**config.mk**
```make
export PLATFORM = sky130hd
export DESIGN_NAME = param_stack
export DESIGN_NICKNAME = d
export VERILOG_FILES = /design/src/rtl/param_stack_pkg.sv /design/src/rtl/param_stack_ram.sv /design/src/rtl/param_stack.sv
export SDC_FILE = /design/constraint.sdc
export NUM_CORES = 1
export LEC_CHECK = 0
export ABC_AREA = 1
export CAP_MARGIN = 20
export CORE_ASPECT_RATIO = 0.75
export CORE_UTILIZATION = 51
export DETAILED_ROUTE_END_ITERATION = 7
export PLACE_DENSITY = 0.75
export SYNTH_ARGS = -nofsm -noshare
export SYNTH_HDL_FRONTEND = slang
export SYNTH_HIERARCHICAL = 1
export SYNTH_SLANG_ARGS = --single-unit
export TNS_END_PERCENT = 5
```
**constraint.sdc**
```tcl
create_clock -name Clk -period 3.5 [get_ports Clk]
set_input_delay 0.875 -clock Clk [delete_from_list [all_inputs] [get_ports Clk]]
set_output_delay 0.875 -clock Clk [all_outputs]
set_load 0.05 [all_outputs]
```
**src/rtl/param_stack_pkg.sv**
```systemverilog
// Shared types and helpers for the param_stack LIFO: the decoded per-cycle operation
// and the count-width helper used to size the occupancy counter.
package stack_pkg;

    typedef enum logic [1:0] {
        OP_IDLE = 2'd0,
        OP_PUSH = 2'd1,
        OP_POP  = 2'd2,
        OP_SWAP = 2'd3
    } stack_op_t;

    // Bits needed to hold an occupancy value of 0..depth inclusive.
    function automatic int count_width(input int depth);
        return $clog2(depth + 1);
    endfunction

endpackage

```
**src/rtl/param_stack_ram.sv**
```systemverilog
// Storage array for param_stack: one synchronous write port and one asynchronous read
// port. The contents are deliberately left unreset.
module stack_ram #(
    parameter int WIDTH = 4,
    parameter int DEPTH = 8,
    parameter int AW    = $clog2(DEPTH)
) (
    input  logic             Clk,
    input  logic             wr_en,
    input  logic [AW-1:0]    wr_addr,
    input  logic [WIDTH-1:0] wr_data,
    input  logic [AW-1:0]    rd_addr,
    output logic [WIDTH-1:0] rd_data
);

    logic [WIDTH-1:0] mem_r [DEPTH];

    // Write port
    always_ff @(posedge Clk) begin
        if (wr_en) begin
            mem_r[wr_addr] <= wr_data;
        end
    end

    assign rd_data = mem_r[rd_addr];

endmodule

```
**src/rtl/param_stack.sv**
```systemverilog
// Parametrised LIFO stack with swap-top, registered pop output, occupancy flags and
// sticky error flags. Optional Max_Count watermark port via PARAM_STACK_WATERMARK_EN.
module param_stack
    import stack_pkg::*;
#(
    parameter int WIDTH     = 4,
    parameter int DEPTH     = 8,
    parameter int AFULL_LVL = 6,
    localparam int CW       = count_width(DEPTH)
) (
    input  logic             Clk,
    input  logic             RstN,
    input  logic             Clr,
    input  logic [WIDTH-1:0] Data_In,
    input  logic             Push,
    input  logic             Pop,
    output logic [WIDTH-1:0] Data_Out,
    output logic             Out_Valid,
    output logic [WIDTH-1:0] Top,
    output logic [CW-1:0]    Count,
    output logic             Full,
    output logic             Empty,
    output logic             Almost_Full,
    output logic             Overflow,
    output logic             Underflow
`ifdef PARAM_STACK_WATERMARK_EN
    ,
    output logic [CW-1:0]    Max_Count
`endif
);

    localparam int AW = $clog2(DEPTH);

    stack_op_t        op_s;
    logic [CW-1:0]    count_r, count_nxt_s, count_m1_s;
    logic [WIDTH-1:0] dout_r, dout_nxt_s;
    logic             valid_r, valid_nxt_s;
    logic             ovf_r, ovf_nxt_s;
    logic             unf_r, unf_nxt_s;
    logic             full_s, empty_s;
    logic             we_s;
    logic [AW-1:0]    waddr_s, top_addr_s;
    logic [WIDTH-1:0] rd_data_s;

    assign full_s     = (count_r == CW'(DEPTH));
    assign empty_s    = (count_r == {CW{1'b0}});
    assign count_m1_s = count_r - CW'(1);
    // Hold the read address at 0 when empty so it never leaves the array range.
    assign top_addr_s = empty_s ? {AW{1'b0}} : count_m1_s[AW-1:0];

    stack_ram #(
        .WIDTH (WIDTH),
        .DEPTH (DEPTH),
        .AW    (AW)
    ) u_ram (
        .Clk     (Clk),
        .wr_en   (we_s),
        .wr_addr (waddr_s),
        .wr_data (Data_In),
        .rd_addr (top_addr_s),
        .rd_data (rd_data_s)
    );

    // Decode the request pair into a single operation
    always_comb begin
        op_s = OP_IDLE;
        case ({Push, Pop})
            2'b10:   op_s = OP_PUSH;
            2'b01:   op_s = OP_POP;
            2'b11:   op_s = OP_SWAP;
            default: op_s = OP_IDLE;
        endcase
    end

    // Next-state for count, output word, flags and the RAM write port
    always_comb begin
        count_nxt_s = count_r;
        dout_nxt_s  = dout_r;
        valid_nxt_s = 1'b0;
        ovf_nxt_s   = ovf_r;
        unf_nxt_s   = unf_r;
        we_s        = 1'b0;
        waddr_s     = count_r[AW-1:0];
        if (Clr) begin
            count_nxt_s = {CW{1'b0}};
            ovf_nxt_s   = 1'b0;
            unf_nxt_s   = 1'b0;
        end else begin
            case (op_s)
                OP_PUSH: begin
                    if (full_s) begin
                        ovf_nxt_s = 1'b1;
                    end else begin
                        we_s        = 1'b1;
                        count_nxt_s = count_r + CW'(1);
                    end
                end
                OP_POP: begin
                    if (empty_s) begin
                        unf_nxt_s = 1'b1;
                    end else begin
                        dout_nxt_s  = rd_data_s;
                        valid_nxt_s = 1'b1;
                        count_nxt_s = count_m1_s;
                    end
                end
                OP_SWAP: begin
                    valid_nxt_s = 1'b1;
                    if (empty_s) begin
                        dout_nxt_s = Data_In;
                    end else begin
                        dout_nxt_s = rd_data_s;
                        we_s       = 1'b1;
                        waddr_s    = top_addr_s;
                    end
                end
                default: begin
                    count_nxt_s = count_r;
                end
            endcase
        end
    end

    // State and output registers
    always_ff @(posedge Clk or negedge RstN) begin
        if (!RstN) begin
            count_r <= {CW{1'b0}};
            dout_r  <= {WIDTH{1'b0}};
            valid_r <= 1'b0;
            ovf_r   <= 1'b0;
            unf_r   <= 1'b0;
        end else begin
            count_r <= count_nxt_s;
            dout_r  <= dout_nxt_s;
            valid_r <= valid_nxt_s;
            ovf_r   <= ovf_nxt_s;
            unf_r   <= unf_nxt_s;
        end
    end

`ifdef PARAM_STACK_WATERMARK_EN
    logic [CW-1:0] max_r, max_nxt_s;

    // Track the highest occupancy seen since reset or clear
    always_comb begin
        if (Clr) begin
            max_nxt_s = {CW{1'b0}};
        end else if (count_nxt_s > max_r) begin
            max_nxt_s = count_nxt_s;
        end else begin
            max_nxt_s = max_r;
        end
    end

    // Watermark register
    always_ff @(posedge Clk or negedge RstN) begin
        if (!RstN) begin
            max_r <= {CW{1'b0}};
        end else begin
            max_r <= max_nxt_s;
        end
    end

    assign Max_Count = max_r;
`endif

    assign Data_Out    = dout_r;
    assign Out_Valid   = valid_r;
    assign Count       = count_r;
    assign Full        = full_s;
    assign Empty       = empty_s;
    assign Almost_Full = (count_r >= CW'(AFULL_LVL));
    assign Overflow    = ovf_r;
    assign Underflow   = unf_r;
    assign Top         = empty_s ? {WIDTH{1'b0}} : rd_data_s;

endmodule
```
==> run summary, run 1 <==
Entry: Yosys synthesis followed by OpenROAD place and route.

Run status:
- The flow ran to the end, and the final reports show no timing, DRC or antenna violations.

Yosys:
- The run gives the post-synthesis instance area as 2280 sq um.
- The run gives the part of the Yosys area used for sequential elements as 0.541.
- Among all flip-flop cells after synthesis, the most frequent one is edfxtp_1.
- The run gives the share of flip-flops with an asynchronous set or reset as 0.256.
- The run puts the synthesis area per yosys at 2280 sq um.
- Sorting the synthesized cells by area gives the leading types as edfxtp_1, nand2_1, dfrtp_1.
- The run gives the number of library cell types mapped by synthesis as 23.
- Counting flops and latches in the post-synthesis netlist gives 43.
- The run puts the mean instance size in the synthesized netlist at 8.62 sq um.
- The run gives the yosys warning tally as 6.
- The run puts the number of flops mapped to enable cells by yosys at 32.
- The run gives the share of the synthesized area in the top cell type as 0.421.

Floorplan:
- The run puts the area of the die at 4750 sq um.
- The run puts the number of primary I/O pins at 27.
- The floorplan has 20 rows.
- The run puts the number of tapcells at 55.
- The run puts the height of the die at 60.0 microns.
- From left edge to right edge, the die measures 79.3 microns.

Power:
- In this run the VDD rail shows a maximum IR drop of 727 uV.
- The run puts the cell area power density at 779 nW/um^2.

Routing:
- Detailed-route iteration 0 reported a violation count of 172.
- The run puts the ratio of routed vias to standard cells at 4.98.
- The run gives the total DRC errors in the routed layout as 0.
- The run puts the remaining antenna violation count after routing at 0.
- The run gives the final routed wirelength across all metal layers as 4660 microns.
- The run puts the via count at 1,748.
- The run gives the first-pass iteration count of the detailed router as 4.

Critical path:
- The run puts the maximum fanout encountered on the critical timing path at 16.
- The timing report shows the most common cell along the critical path to be nand2_1.
- Data arrives at the worst endpoint at 2.44 ns.
- The run gives the element type at the critical path start as a flip-flop.
- The run gives the category of the worst setup path capture point as a primary output.
- The run gives the maximum cell stage delay along the critical path as 0.44 ns.
- STA shows the worst reg2reg path with a cell count of 7.
- The run puts the cell depth of the worst setup path at 13.
- The run gives the count of buffer and inverter cells on the critical path as 4.
- For reference, the critical path cell chain is inv_2, ha_1, nand3_4, ha_1, buf_4, nand2_1, nand3_1, nand2_1, nand2_1, nand2_1, inv_1, nor2_2, buf_12.
- Among cell families on the critical path, the largest total delay comes from simple AND/OR/NAND/NOR gates.
- The run gives the critical-path cell with the highest stage delay as dfrtp_1.

Cells and area:
- The run gives the count of inserted antenna diode cells as 0.
- For this run, the post-layout net count is 309.
- The run puts the fraction of final layout cells with drive strength greater than 1 at 0.149.
- The run puts the sequential cell area at 1240 sq um.
- The run gives the count of plain and timing-repair buffers in the layout as 27.
- Among logic cells in the layout, the one with the most instances is nand2_1.
- The run puts the number of inverters outside the clock class in the layout at 60.
- The run gives the area taken by multi-input logic gates as 787 sq um.
- In this run the layout overhead on the synthesized area is reported as 20.0%.
- The run gives the tally of clock buffers in the finished layout as 5.
- The run puts the area share of buffers outside the clock network at 0.112.
- The run puts the portion of the layout cell area used by clock cells at 0.0393.

Min path:
- The run puts the number of stages on the worst hold path at 2.
- Note that the worst hold path type here is flip-flop to flip-flop.

Clock network:
- For the worst-skew pair, the clock arrives at the later sink with an insertion delay of 0.30 ns.
- The run puts the count of instances resized after the clock tree is built at 0.
- CTS reports a maximum clock tree buffer depth of 2.
- The run puts the H-tree depth reported by CTS at 2.
- TritonCTS built the clock tree.
- The run puts the number of clock sinks at 43.
- The run puts the post-cts hold buffer count at 0.
- The run puts the CTS buffer count at 5.
- The run puts the clock-pin slew reported for the worst setup and hold paths after clock tree synthesis at 0.08 ns.
- The run gives the post-CTS setup buffer count as 0.

GRT:
- The first global-routing pass estimated 7640 microns of wire.
- Total global-route track usage over all layers is 0.222.
- The run gives the initial antenna violation count as 0.
- The total overflow left after global routing is 0.
- The run gives the most congested layer reported by global routing as met1.
- The run puts the fraction of met3 tracks used by global routing at 0.0443.
- The run gives the met2 routing resource usage after global routing as 0.303.
- The run gives the met1 routing resource usage after global routing as 0.348.

Place:
- The run gives the quantity of I/O buffers inserted on ports as 26.
- The run gives the placed standard-cell area as 2630 sq um.
- The run gives the instance count after placement with tap cells included as 343.
- The run puts the placement-stage worst setup slack at 0.392 ns.

Final timing:
- The run gives the max-slew violation total from the final report as 0.
- Setup repair after global routing left no endpoint under its margin.
- The run gives the period utilization as 0.946.
- The run gives the hold violation total from the final report as 0.
- After layout, the worst setup slack is 0.189 ns.
- Counting I/O delays and the setup requirement, the final critical path takes 3.31 ns.
- The run puts the total negative slack at 0 ns.
- The run gives the maximum clock rate as 302 MHz.
- The run puts the number of failing setup endpoints in the final timing report at 0.
- The run gives the slew at the pin closest to its max-slew limit as 0.522 ns.

Flow run:
- The run puts the total of max-cap violations at 0.
- The logs give a warning total of 30.
==> run 1: logic make-up after synthesis <==
kind of cell,Yosys count,synth area share
flip-flops,43,0.541
AND/OR/NAND/NOR,137,0.266
adder cells (fa/ha/maj),5,0.0274
AND-OR/OR-AND,13,0.0350
XOR/XNOR,3,0.0115
buffers and inverters,64,0.119
==> run 1: state kept, by name, summed over array words and instances, names as in the netlist <==
signal,flops
Out_Valid,1
u_ram/mem_r,32
Data_Out,4
Underflow,1
Count,4
Overflow,1
==> run 1: metal layers <==
layer	vias up	share of wire
met5	-	0
met3	8	0.076
li1	877	-
met4	0	0.014
met2	66	0.42
met1	797	0.49
==> run 1: cells in the mapped netlist, types with 2 or more instances <==
cell type / n
a21oi_1: 3
buf_6: 3
dfrtp_1: 11
edfxtp_1: 32
ha_1: 5
inv_1: 49
inv_2: 9
nand2_1: 81
nand2_2: 8
nand3_1: 24
nand3_4: 2
nor2_1: 19
o21ai_0: 3
o21ai_1: 3
o22ai_1: 3
xnor2_1: 3
==> run 1: power breakdown <==
group	internal [mW]	switching (mW)	total [mW]
Clock	0.209	0.168	0.376
Sequential	0.599	0.0324	0.631
Combinational	0.403	0.725	1.13
Total	1.21	0.925	2.14
==> run 1: worst paths after layout <==
path	slack (ns)	start	end
worst max-delay path	0.19	Count[0]	Top[2]
worst min-delay path	0.48	Data_Out[3]	Data_Out[3]
worst max register to register	1.26	Count[0]	u_ram/mem_r[1][1]
worst min register to register	0.48	Data_Out[3]	Data_Out[3]
max in group asynchronous	2.21	RstN	Count[1]
min in group asynchronous	0.91	RstN	Data_Out[3]
==> run 1: worst min-delay path, delay by kind of cell, from the launching register on <==
kind             cells  cell delay [ns]
AND/OR/NAND/NOR      2             0.10
flip-flops           1             0.35
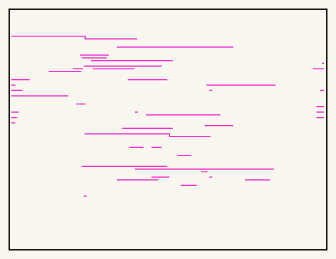
Fig. 1. Metal 3 (run 1).
nets with wire on the layer	36
main direction	horizontal

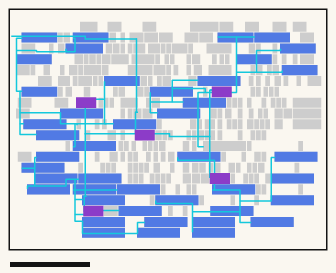
Fig. 2. Routed clock nets over the placement (run 1).
Scale bar: 20 microns.
[flip-flops] blue | count: 43
[clock wires] cyan | length: 517 microns
[clock drivers] purple | count: 5
routed clock nets	6
flops lie	all over the die

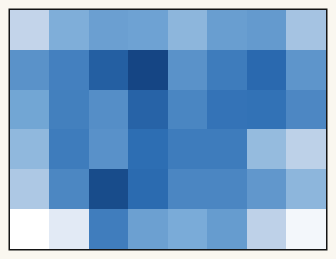
Fig. 3. Cell density map (run 1).
The die is cut into 8 by 6 equal tiles; white is low, dark blue is high, 0 to 100% covered.
nearly empty tiles	2.1%
fullest tile	92%
mean over tiles	56%
densest ninth of the die	center
tiles over 75% full	15%
final design utilization: 0.656
fp util: 0.547
Core Region: 4180 sq um

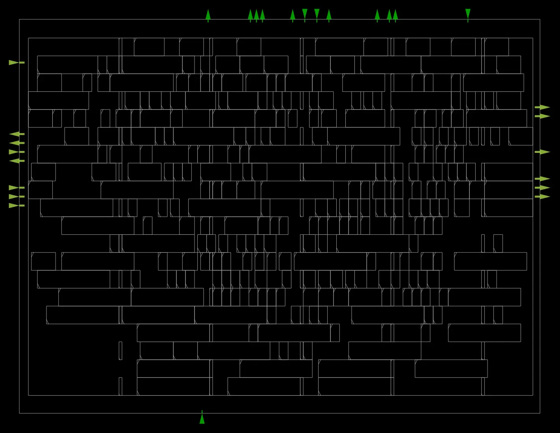
Fig. 4. Cell outlines without signal wires (run 1).
non-filler instance count after layout: 351
count of filler cells inserted in the layout: 349

Fig. 5: run 1, ports around the boundary
Pins as bars across the die edge, other pins in gray.
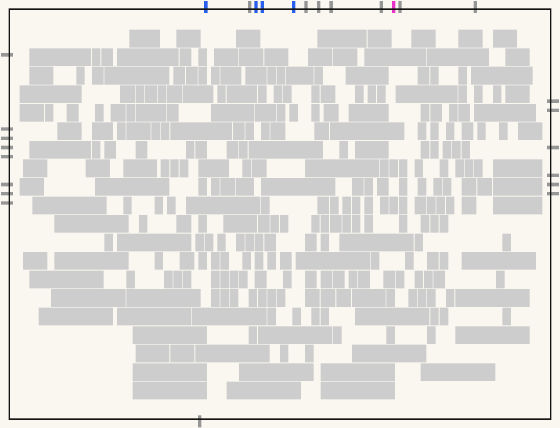

==> run 2: changes to the inputs <==
Settings changed: PLACE_DENSITY 0.75 to 0.74.
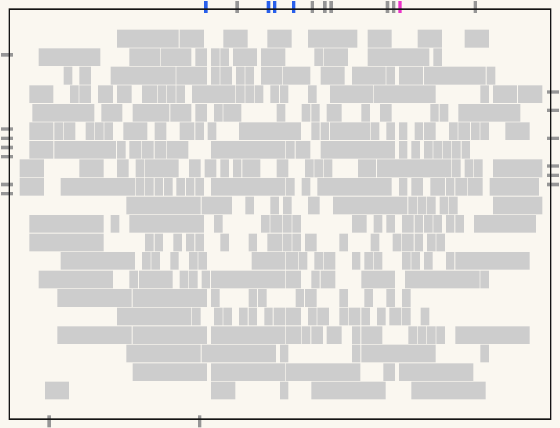
Fig. 6. Ports around the boundary (run 2).
Pins as bars across the die edge, other pins in gray.
port	color	pins	direction	edge
Count	blue	4	output	top
Out_Valid	magenta	1	output	top
all pins by edge	12 top, 7 left, 6 right, 2 bottom
count of buffers inserted at the top-level ports: 26
DIE WIDTH: 79.3 microns

==> run summary, run 2 <==
Entry: Yosys synthesis followed by OpenROAD place and route.

Yosys:
- The run puts the compound-cell area share of the yosys netlist at 0.0350 (unchanged).
- The total of flip-flops plus latches after synthesis was 43 (unchanged).
- For this run the top cell type by instance count after synthesis was nand2_1.
- The part of the Yosys area used for sequential elements came to 0.541 (unchanged).
- The run puts the adder-cell share of the synthesized area at 0.0274 (unchanged).
- The run gives the yosys warning tally as 6 (unchanged).
- The synthesis run shows the most used standard cells to be nand2_1, inv_1, edfxtp_1.
- The share of the synthesized area in the top cell type came to 0.421 (unchanged).
- The number of library cell types mapped by synthesis came to 23 (unchanged).
- In the synthesized netlist, the dominant kind of combinational cell is simple AND/OR/NAND/NOR gates.
- The run gives the simple-gate share of the synthesized area as 0.266 (unchanged).
- Among all flip-flop cells after synthesis, the most frequent one is edfxtp_1.

Floorplan:
- The initial core utilization is 0.547 (unchanged).
- The area of the die came to 4750 sq um (unchanged).

Cells and area:
- The number of flip-flops in the largest register came to 32 (unchanged).
- The library cell used most frequently in the layout, excluding fill and tap cells, is nand2_1.
- The run gives the largest register by flop count as u_ram/mem_r.
- The count of inserted antenna diode cells was 0 (unchanged).
- The number of fill cells was 353 (+1.1%).
- The run gives the area growth from synthesis to final layout as 19.4%.
- The run puts the count of non-filler cells in the finished layout at 352 (+0.28%).

Critical path:
- The run gives the cell type with the highest occurrence count on the critical path as nand2_1.
- The slowest stage of the critical path is the dfrtp_1 cell.
- The maximum cell stage delay along the critical path was 0.42 ns (-0.02 ns).
- The depth of the worst register-to-register path was 7 (unchanged).
- In this design, the largest share of critical-path delay is due to buffers and inverters.
- The run gives the element type at the critical path start as a flip-flop.
- The run puts the data arrival time of the worst path at 2.44 ns (about the same).
- The run gives the category of the worst setup path capture point as a primary output.
- For the worst reg-to-reg path, the endpoint reported by OpenROAD is u_ram/mem_r[1][3].
- The setup slack on the worst flop-to-flop path came to 1.14 ns (-0.12 ns).

Final timing:
- The run gives the number of failing setup endpoints in the final timing report as 0 (unchanged).
- The run gives the slew at the pin closest to its max-slew limit as 0.564 ns (+0.0422 ns).
- The run gives the max-slew violation total from the final report as 0 (unchanged).
- The run puts the clock period minus final worst setup slack at 3.32 ns (+0.00597 ns).

Clock network:
- The post-cts hold buffer count is 0 (unchanged).
- The H-tree depth reported by CTS came to 2 (unchanged).
- The run gives the number of clock sinks as 43 (unchanged).
- The run puts the CTS buffer count at 5 (unchanged).

Power:
- The run puts the worst ir drop on vdd at 603 uV (-17%).
- The cell area power density came to 756 nW/um^2 (-2.9%).
- The sequential share of power came to 0.306 (+0.011).

Min path:
- The run gives the class of the worst hold path as flip-flop to flip-flop.

GRT:
- The run gives the leftover overflow at the end of global routing as 0 (unchanged).
- The total global-route track usage was 0.228 (+0.00519).
- The first-pass GRT wire length was 7770 microns (+1.7%).

Place:
- The run puts the placement-stage worst setup slack at 0.332 ns (-0.0603 ns).

Routing:
- The run gives the total DRC errors in the routed layout as 0 (unchanged).
- The run puts the final routed wirelength across all metal layers at 4620 microns (-0.69%).
- The run gives the remaining antenna violation count after routing as 0 (unchanged).
- The run puts the first-iteration detailed-routing DRC count at 130 (-24%).

Run status:
- The run finished with clean final reports.
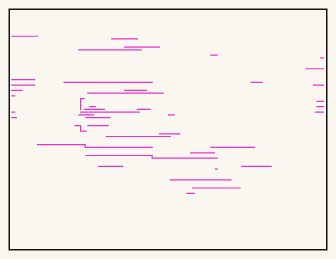
Fig. 7. Metal 3 (run 2).
wire length on this layer	310 microns
main direction	horizontal
share of all routed wire	6.7%

## run 2: cell counts after synthesis
No cell type changed its count.
## run 2: final cells by class
| class | instances | area share |
|---|---|---|
| Clock buffer | 5 | 0.0252 |
| Clock inverter | 3 | 0.00734 |
| Inverter | 60 | 0.0853 |
| Multi-Input combinational cell | 158 | 0.288 |
| Sequential cell | 43 | 0.454 |
| Tap cell | 55 | 0.0252 |
| Timing Repair Buffer | 28 | 0.116 |
## run 2: worst max-delay path by stage
stage	depth (start not counted)	from	to	slack (ns)
floorplan	14	Count[0]	Top[1]	-0.09
global placement	13	Count[0]	Top[3]	0.40
detailed placement	13	Count[0]	Top[1]	0.33
CTS	14	Count[0]	Top[1]	0.04
global route	12	Count[0]	Top[3]	0.005
finish	12	Count[0]	Top[3]	0.18
## run 2: timing repair
action                     in CTS  in global routing
gates resized                   1                  4
pin swaps                       0                  0
buffers inserted                0                  1
hold endpoints to repair        0                  0
setup endpoints to repair       1                  4
## run 2: kinds of logic after synthesis
logic type / count (synthesis)
adder cells (fa/ha/maj): 5
AND-OR/OR-AND: 13
flip-flops: 43
XOR/XNOR: 3
buffers and inverters: 64
AND/OR/NAND/NOR: 137
## run 2: power by group through the flow
stage          Clock (mW)  Combinational (mW)  Sequential [mW]
2_1_floorplan           0               0.649            0.760
3_3_place_gp            0                1.10            0.639
3_5_place_dp            0                1.11            0.643
4_1_cts             0.315                1.12            0.632
5_1_grt             0.337                1.23            0.636
6_report            0.307                1.13            0.631
## run 2: worst min-delay path, delay by kind of cell (launching register included)
family,cells,cell delay [ns]
DFF,1,0.35
and+or+nand+nor,2,0.10
## run 2: metal layers
metal	wire [microns]	up-vias	track usage
met5	0	-	0
met4	55	0	0.0935
met3	309	5	0.0458
met2	1900	72	0.303
met1	2360	774	0.356
li1	-	885	-
Fig. 8: run 2, cell outlines without signal wires
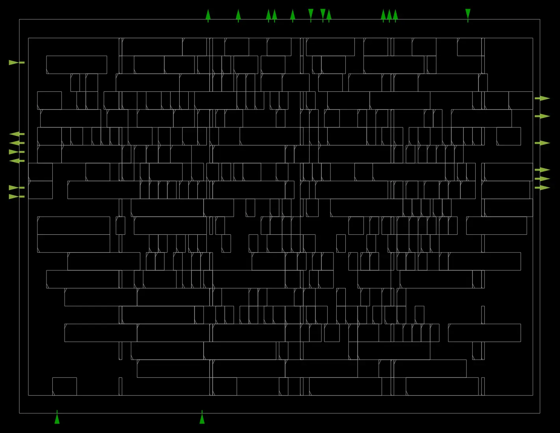

==> run 3: changes to the inputs <==
Settings changed: REMOVE_ABC_BUFFERS set to 1.
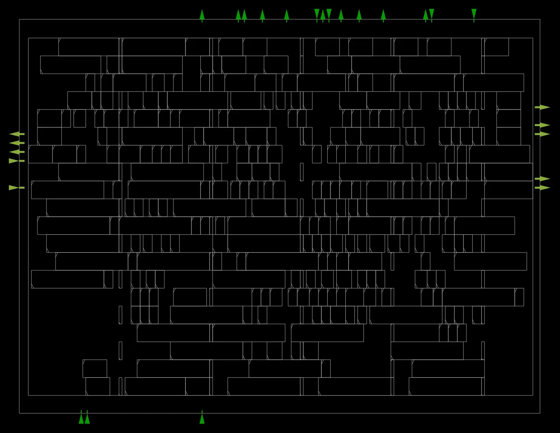
Fig. 9. Cell outlines without signal wires (run 3).
sequential share of cell area: 0.449
number of tapcells: 55

==> run summary, run 3 <==
Entry: Yosys synthesis followed by OpenROAD place and route.

Run status:
- The run finished with clean final reports.

Routing:
- Signal routing reaches up to met4.
- The run puts the remaining antenna violation count after routing at 0 (unchanged).
- The run gives the post-route met1 wirelength as 2450 microns (+4.1%).
- The run gives the total DRC errors in the routed layout as 0 (unchanged).
- The total length of routed met3 wires was 346 microns (+12%).
- The run puts the first-iteration detailed-routing DRC count at 186 (+43%).
- The run puts the final routed wirelength across all metal layers at 4910 microns (+6.1%).
- The run puts the amount of wire on met2 after detailed routing at 2030 microns (+6.5%).

Final timing:
- The run gives the number of failing setup endpoints in the final timing report as 0 (unchanged).
- Setup repair after global routing left no endpoint under its margin.
- The run gives the slew at the pin closest to its max-slew limit as 0.533 ns (-0.0307 ns).
- The run gives the maximum clock rate as 305 MHz.
- The clock period minus final worst setup slack came to 3.28 ns (-0.0387 ns).
- The run gives the max-slew violation total from the final report as 0 (unchanged).

Yosys:
- The run gives the part of the Yosys area used for sequential elements as 0.541 (unchanged).
- The run puts the number of library cell types mapped by synthesis at 23 (unchanged).
- The run puts the adder-cell share of the synthesized area at 0.0274 (unchanged).
- By count the netlist is led by nand2_1, inv_1, edfxtp_1.
- The run puts the yosys warning tally at 6 (unchanged).
- After synthesis, the largest family of logic cells by area is simple AND/OR/NAND/NOR gates.
- For this run the top cell type by instance count after synthesis was nand2_1.
- The run puts the share of the synthesized area in the top cell type at 0.421 (unchanged).
- The run puts the simple-gate share of the synthesized area at 0.266 (unchanged).
- For this run, the leading register cell type out of synthesis is edfxtp_1.
- Of the total synthesized cell area, the portion taken by XOR and XNOR cells is 0.0115.
- The run puts the compound-cell area share of the yosys netlist at 0.0350 (unchanged).

Cells and area:
- The run puts the number of fill cells at 324 (-8.2%).
- The run gives the largest register by flop count as u_ram/mem_r.
- The count of inserted antenna diode cells came to 0 (unchanged).
- The run puts the count of non-filler cells in the finished layout at 351 (-0.28%).
- By instance count after routing, the leading logic cell type is nand2_1.
- The run puts the number of flip-flops in the largest register at 32 (unchanged).

Place:
- The run gives the placement-stage worst setup slack as 0.362 ns (+0.0298 ns).
- The run gives the quantity of I/O buffers inserted on ports as 26 (unchanged).

Clock network:
- The run gives the CTS buffer count as 5 (unchanged).
- The run puts the number of clock sinks at 43 (unchanged).
- The run gives the post-CTS setup buffer count as 0 (unchanged).
- The run gives the post-cts hold buffer count as 0 (unchanged).
- The run gives the H-tree depth reported by CTS as 2 (unchanged).

Power:
- The run gives the worst ir drop on vdd as 467 uV (-23%).
- The run puts the cell area power density at 782 nW/um^2 (+3.4%).

Critical path:
- The worst setup path is of the flip-flop to primary output kind.
- The worst setup path is launched from a flip-flop.
- The run gives the data arrival time of the worst path as 2.40 ns (-0.04 ns).
- The run puts the maximum cell stage delay along the critical path at 0.47 ns (+0.05 ns).
- The worst setup path is captured at a primary output.
- The run gives the cell type with the highest occurrence count on the critical path as nand2_1.

Floorplan:
- The initial core utilization came to 0.547 (unchanged).
- The run gives the die extent in x as 79.3 microns (unchanged).
- The run gives the height of the die as 60.0 microns.

GRT:
- The total global-route track usage was 0.226 (-0.00132).
- The run gives the leftover overflow at the end of global routing as 0 (unchanged).
- The run puts the first-pass GRT wire length at 7650 microns (-1.6%).

Min path:
- The path class of the tightest hold or removal check is flip-flop to flip-flop.
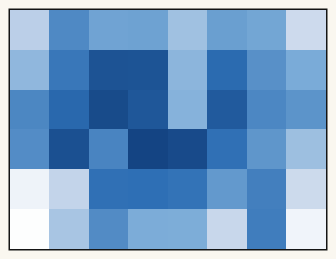
Fig. 10. Cell density map (run 3).
The die is cut into 8 by 6 equal tiles; white is low, dark blue is high, 0 to 100% covered.
nearly empty tiles	2.1%
fullest tile	92%
mean over tiles	57%
emptiest ninth of the die	lower left
tiles over 75% full	21%

run 3: netlist changes by cell type in the layout (fill, tap and decap cells not counted), sizes merged:
| cell | delta |
|---|---|
| clkbuf | +1 |
| inv | +1 |
| buf | -1 |
| clkinv | -2 |
run 3: worst reg2reg max path, delay by kind of cell, from the launching register on:
kind / cells / cell delay (ns)
and+or+nand+nor: 3 / 0.69
AOI/OAI and AO/OA: 1 / 0.18
buffers and inverters: 1 / 0.15
DFF: 1 / 0.47
adders and majority gates: 2 / 0.47
run 3: layout make-up:
cell class / instances / share of cell area
Sequential cell: 43 / 0.449
Multi-Input combinational cell: 158 / 0.290
Timing Repair Buffer: 27 / 0.112
Inverter: 60 / 0.0853
Clock buffer: 6 / 0.0340
Tap cell: 55 / 0.0249
Clock inverter: 2 / 0.00590
run 3: routing by layer:
layer  track usage  vias to the layer above
met1         0.347                      804
met3        0.0412                       10
met4         0.101                        0
li1              -                      878
met5             0                        -
met2         0.308                       76
run 3: repair_timing:
| action | 4_1_cts | 5_1_grt |
|---|---|---|
| resized | 0 | 10 |
| setup endpoints to repair | 0 | 4 |
| endpoints found under the hold margin | 0 | 0 |
run 3: path summary, 6_finish.rpt:
check	startpoint	to	slack [ns]	cells past startpoint
setup / recovery	Count[1]	Top[0]	0.22	13
hold / removal	Data_Out[0]	Data_Out[0]	0.49	2
setup reg to reg	Count[1]	u_ram/mem_r[1][0]	1.20	7
hold reg to reg	Data_Out[0]	Data_Out[0]	0.49	2
max in group asynchronous	RstN	Count[1]	2.21	1
min in group asynchronous	RstN	Underflow	0.91	1
run 3: power breakdown:
part	switching, mW	internal, mW	leakage (nW)
combinational	0.740	0.410	0.795
clock	0.187	0.186	0.0530
sequential	0.0359	0.599	0.430
total	0.963	1.20	1.28
Power figures rest on the tool's default switching activity, not on a simulated workload.
